--- src/rtl/tdc_thermo_decoder.sv ---
// tdc_thermo_decoder: converts a sampled thermometer code into a binary fine timestamp,
// pairs it with a free-running coarse count and delivers it through a 3-stage elastic
// pipeline (S1 capture, S2 correction, S3 encode/output) with a valid/ready handshake.
// Build option: define TDC_BUBBLE_CORR_EN to enable majority-of-3 bubble correction in S2;
// without it S2 registers the raw code.
module tdc_thermo_decoder #(
  parameter int unsigned NTAPS    = 32,
  parameter int unsigned FINE_W   = 5,
  parameter int unsigned COARSE_W = 16
) (
  input  logic                clk,
  input  logic                rst,
  input  logic                hit_valid,
  input  logic [NTAPS-1:0]    thermo_in,
  output logic                ts_valid,
  input  logic                ts_ready,
  output logic [FINE_W-1:0]   ts_fine,
  output logic [COARSE_W-1:0] ts_coarse,
  output logic                ts_err,
  output logic                overflow,
  input  logic                overflow_clr
);

  logic [COARSE_W-1:0] coarse_q, coarse_d;

  logic                s1_valid_q, s1_valid_d;
  logic [NTAPS-1:0]    s1_code_q, s1_code_d;
  logic [COARSE_W-1:0] s1_coarse_q, s1_coarse_d;

  logic                s2_valid_q, s2_valid_d;
  logic [NTAPS-1:0]    s2_code_q, s2_code_d;
  logic [COARSE_W-1:0] s2_coarse_q, s2_coarse_d;

  logic                s3_valid_q, s3_valid_d;
  logic [FINE_W-1:0]   s3_fine_q, s3_fine_d;
  logic [COARSE_W-1:0] s3_coarse_q, s3_coarse_d;
  logic                s3_err_q, s3_err_d;

  logic                overflow_q, overflow_d;

  logic                s3_pop, s3_free, adv3, s2_free, adv2, s1_free, accept, drop;
  logic [NTAPS-1:0]    corr_code;
  logic [FINE_W:0]     ones;
  logic [FINE_W-1:0]   enc_fine;
  logic                enc_err;

  // Elastic handshake: each stage advances when the next is empty or emptying this cycle.
  // ts_ready only reaches accept/advance logic, never ts_valid (a flop output).
  always_comb begin
    s3_pop  = s3_valid_q & ts_ready;
    s3_free = ~s3_valid_q | ts_ready;
    adv3    = s2_valid_q & s3_free;
    s2_free = ~s2_valid_q | adv3;
    adv2    = s1_valid_q & s2_free;
    s1_free = ~s1_valid_q | adv2;
    accept  = hit_valid & s1_free;
    drop    = hit_valid & ~s1_free;
  end

`ifdef TDC_BUBBLE_CORR_EN
  logic [NTAPS+1:0] ext_code;

  // Majority-of-3 per tap; the code is padded with a 1 below tap 0 and a 0 above the top tap.
  always_comb begin
    ext_code  = {1'b0, s1_code_q, 1'b1};
    corr_code = '0;
    for (int unsigned i = 0; i < NTAPS; i++) begin
      corr_code[i] = (ext_code[i] & ext_code[i+1]) | (ext_code[i] & ext_code[i+2]) |
                     (ext_code[i+1] & ext_code[i+2]);
    end
  end
`else
  // Correction disabled: the raw code passes through S2 unchanged.
  always_comb begin
    corr_code = s1_code_q;
  end
`endif

  // Encode: popcount, fine = ones-1 (0 when empty), error on empty or any 0-below-1 bubble.
  always_comb begin
    ones = '0;
    for (int unsigned i = 0; i < NTAPS; i++) begin
      ones = ones + {{FINE_W{1'b0}}, s2_code_q[i]};
    end
    // With all taps set ones[FINE_W-1:0] is 0, so the low-bit decrement wraps to NTAPS-1.
    enc_fine = (ones == '0) ? '0 : (ones[FINE_W-1:0] - {{(FINE_W-1){1'b0}}, 1'b1});
    enc_err  = (ones == '0) | (|(~s2_code_q[NTAPS-2:0] & s2_code_q[NTAPS-1:1]));
  end

  // Next-state for the coarse counter, the three stages and the sticky overflow flag.
  always_comb begin
    coarse_d    = coarse_q + {{(COARSE_W-1){1'b0}}, 1'b1};

    s1_valid_d  = s1_valid_q;
    s1_code_d   = s1_code_q;
    s1_coarse_d = s1_coarse_q;
    if (adv2) s1_valid_d = 1'b0;
    if (accept) begin
      s1_valid_d  = 1'b1;
      s1_code_d   = thermo_in;
      s1_coarse_d = coarse_q;
    end

    s2_valid_d  = s2_valid_q;
    s2_code_d   = s2_code_q;
    s2_coarse_d = s2_coarse_q;
    if (adv3) s2_valid_d = 1'b0;
    if (adv2) begin
      s2_valid_d  = 1'b1;
      s2_code_d   = corr_code;
      s2_coarse_d = s1_coarse_q;
    end

    // Output data only changes on a load, so it stays stable while stalled.
    s3_valid_d  = s3_valid_q;
    s3_fine_d   = s3_fine_q;
    s3_coarse_d = s3_coarse_q;
    s3_err_d    = s3_err_q;
    if (s3_pop) s3_valid_d = 1'b0;
    if (adv3) begin
      s3_valid_d  = 1'b1;
      s3_fine_d   = enc_fine;
      s3_coarse_d = s2_coarse_q;
      s3_err_d    = enc_err;
    end

    // A drop in the same cycle as a clear keeps the flag set.
    overflow_d = overflow_q;
    if (overflow_clr) overflow_d = 1'b0;
    if (drop) overflow_d = 1'b1;
  end

  // State registers, all cleared asynchronously.
  always_ff @(posedge clk or posedge rst) begin
    if (rst) begin
      coarse_q    <= '0;
      s1_valid_q  <= 1'b0;
      s1_code_q   <= '0;
      s1_coarse_q <= '0;
      s2_valid_q  <= 1'b0;
      s2_code_q   <= '0;
      s2_coarse_q <= '0;
      s3_valid_q  <= 1'b0;
      s3_fine_q   <= '0;
      s3_coarse_q <= '0;
      s3_err_q    <= 1'b0;
      overflow_q  <= 1'b0;
    end else begin
      coarse_q    <= coarse_d;
      s1_valid_q  <= s1_valid_d;
      s1_code_q   <= s1_code_d;
      s1_coarse_q <= s1_coarse_d;
      s2_valid_q  <= s2_valid_d;
      s2_code_q   <= s2_code_d;
      s2_coarse_q <= s2_coarse_d;
      s3_valid_q  <= s3_valid_d;
      s3_fine_q   <= s3_fine_d;
      s3_coarse_q <= s3_coarse_d;
      s3_err_q    <= s3_err_d;
      overflow_q  <= overflow_d;
    end
  end

  assign ts_valid  = s3_valid_q;
  assign ts_fine   = s3_fine_q;
  assign ts_coarse = s3_coarse_q;
  assign ts_err    = s3_err_q;
  assign overflow  = overflow_q;

endmodule

--- config.mk ---
export PLATFORM = sky130hd
export DESIGN_NAME = tdc_thermo_decoder
export DESIGN_NICKNAME = d
export VERILOG_FILES = /design/src/rtl/tdc_thermo_decoder.sv
export SDC_FILE = /design/constraint.sdc
export NUM_CORES = 1
export LEC_CHECK = 0
export CORE_MARGIN = 2
export CORE_UTILIZATION = 57
export DETAILED_ROUTE_END_ITERATION = 6
export GPL_TIMING_DRIVEN = 1
export PLACE_DENSITY = 0.91
export SYNTH_ARGS = -nofsm -noshare
export SYNTH_HDL_FRONTEND = slang
export SYNTH_SLANG_ARGS = --single-unit
export TNS_END_PERCENT = 100
--- constraint.sdc ---
create_clock -name clk -period 7.19 [get_ports clk]
set_input_delay 1.0785 -clock clk [delete_from_list [all_inputs] [get_ports clk]]
set_output_delay 1.0785 -clock clk [all_outputs]
set_load 0.02 [all_outputs]
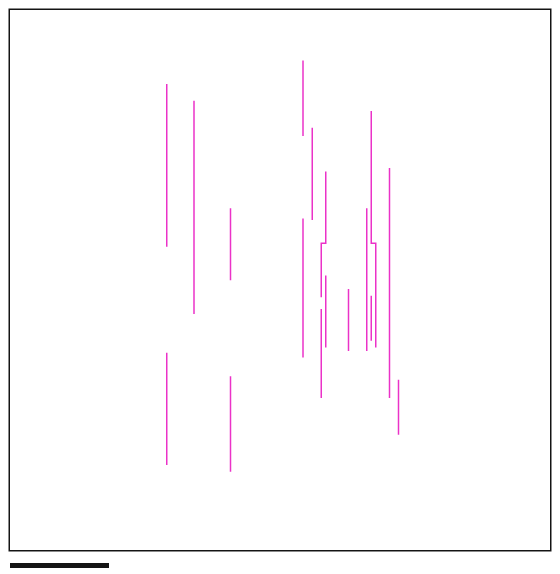
m4.png
The bar under the picture is 20 µm long.
- share of all routed wire: 3.2%
- main direction: vertical

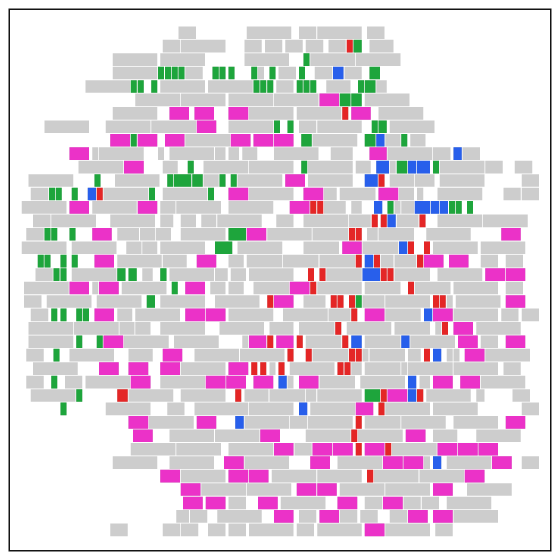
gates.png
- magenta: mux cells (cells 100; where widely spread)
- red: inv cells (cells 54)
- green: nand cells (cells 81)
- blue: aoi and oai cells (cells 26)
post-route insts no fill: 714
Commonest Layout Cell: dfrtp_1
Comb/total area: 33.8%

==> summary.txt <==
fresh numbers from the pnr run: Synth cell types=39, Final Critical Period=5470 ps, met1 usage=27.9%, layout cells sized above 1=23.7%, Synth Flop Type=dfrtp_1, largest net degree at the start of global routing=83, routed len/inst=17.6 µm, Slew Limit Headroom=21.5%, Syn Std Cell Area=0.00632 mm², FF-to-FF path depth=16, RD Place Congestion=0.908, Total Routing Usage GR=23.6%, final setup TNS=0 ps, hold path depth=2, Worst R2R Setup Slack=1720 ps, Tightest Pin Transition=1170 ps, yosys cell count=496, Cells after DPL=682, vias in the first global route=4,375, ys async rst share=100%, crit-path max FO=4, register area=0.00345 mm², DR iter-0 viols=331, critical path endpoint=ts_err, grt total ovfl=0, initial antenna violation count=0, RR Endpoint=ts_err, max cap viols=0, via count=3,923, met3 WL post-DR=548 µm, first-pass GRT wire length=21.1 mm, RSZ-0062 raised after global routing=false, Worst Setup SP=s2_code_q[23], status=finished clean, Worst Setup Start Kind=flop, Top cell area share=54.6%, Longest Clk Path Bufs=2, die height=109 µm, total CTS buffers=17, most frequent cell after synthesis=dfrtp_1, reg-to-reg startpoint=s2_code_q[23], H-tree depth=4, Latency at later pin=530 ps, ant diodes=0, worst clock skew=5.98 ps, Filler cells=701, Hold Path Sink=ts_coarse[9]
-- stage by stage --
| stage | area, µm² | util, % | worst slack, ps |
|---|---|---|---|
| floorplan | 6320 | - | 2060 |
| global placement | 7010 | 64.6 | 1930 |
| detailed placement | 7010 | 64.6 | 1760 |
| CTS | 7570 | 69.9 | 1740 |
| global route | 7570 | 69.9 | 1500 |
| finish | 7570 | 69.9 | 1720 |
-- critical path: stages, from the launching register on --
cell and delay [ps]:
dfrtp_1 380, inv_1 80, fa_1 590, fa_1 460
fa_1 550, fa_1 450, fa_1 540, fa_1 410
inv_1 70, ha_1 180, inv_1 70, fa_1 500
ha_1 220, nand2b_1 100, or4_4 430, o21ai_2 200
o32a_1 190
-- final cells by class --
class,count,area share (%)
repair buffers,61,8.03
well taps,140,2.31
inverters,54,2.71
multi-input cells,289,33.8
clock inverters,5,0.760
clock buffers,27,6.76
flip-flops and latches,138,45.6
-- state kept, by name, summed over array words and instances (netlist names) --
signal and count:
coarse_q 16, ts_err 1, ts_fine 5, s1_coarse_q 16, s2_coarse_q 16, corr_code 32
s2_valid_q 1, ts_coarse 16, s1_valid_q 1, s2_code_q 32, overflow 1, ts_valid 1
-- kinds of logic (layout without fill, tap and decap cells) --
logic type                 after synthesis  count (layout)  share of synthesized area [%]
AOI/OAI and AO/OA                       28              28                           2.63
adders and majority gates               33              33                           9.38
DFF                                    138             138                           54.6
buffers and inverters                   69             147                           4.93
and+or+nand+nor                        110             110                           8.23
xor gates and xnor gates                18              18                           2.49
muxes                                  100             100                           17.7
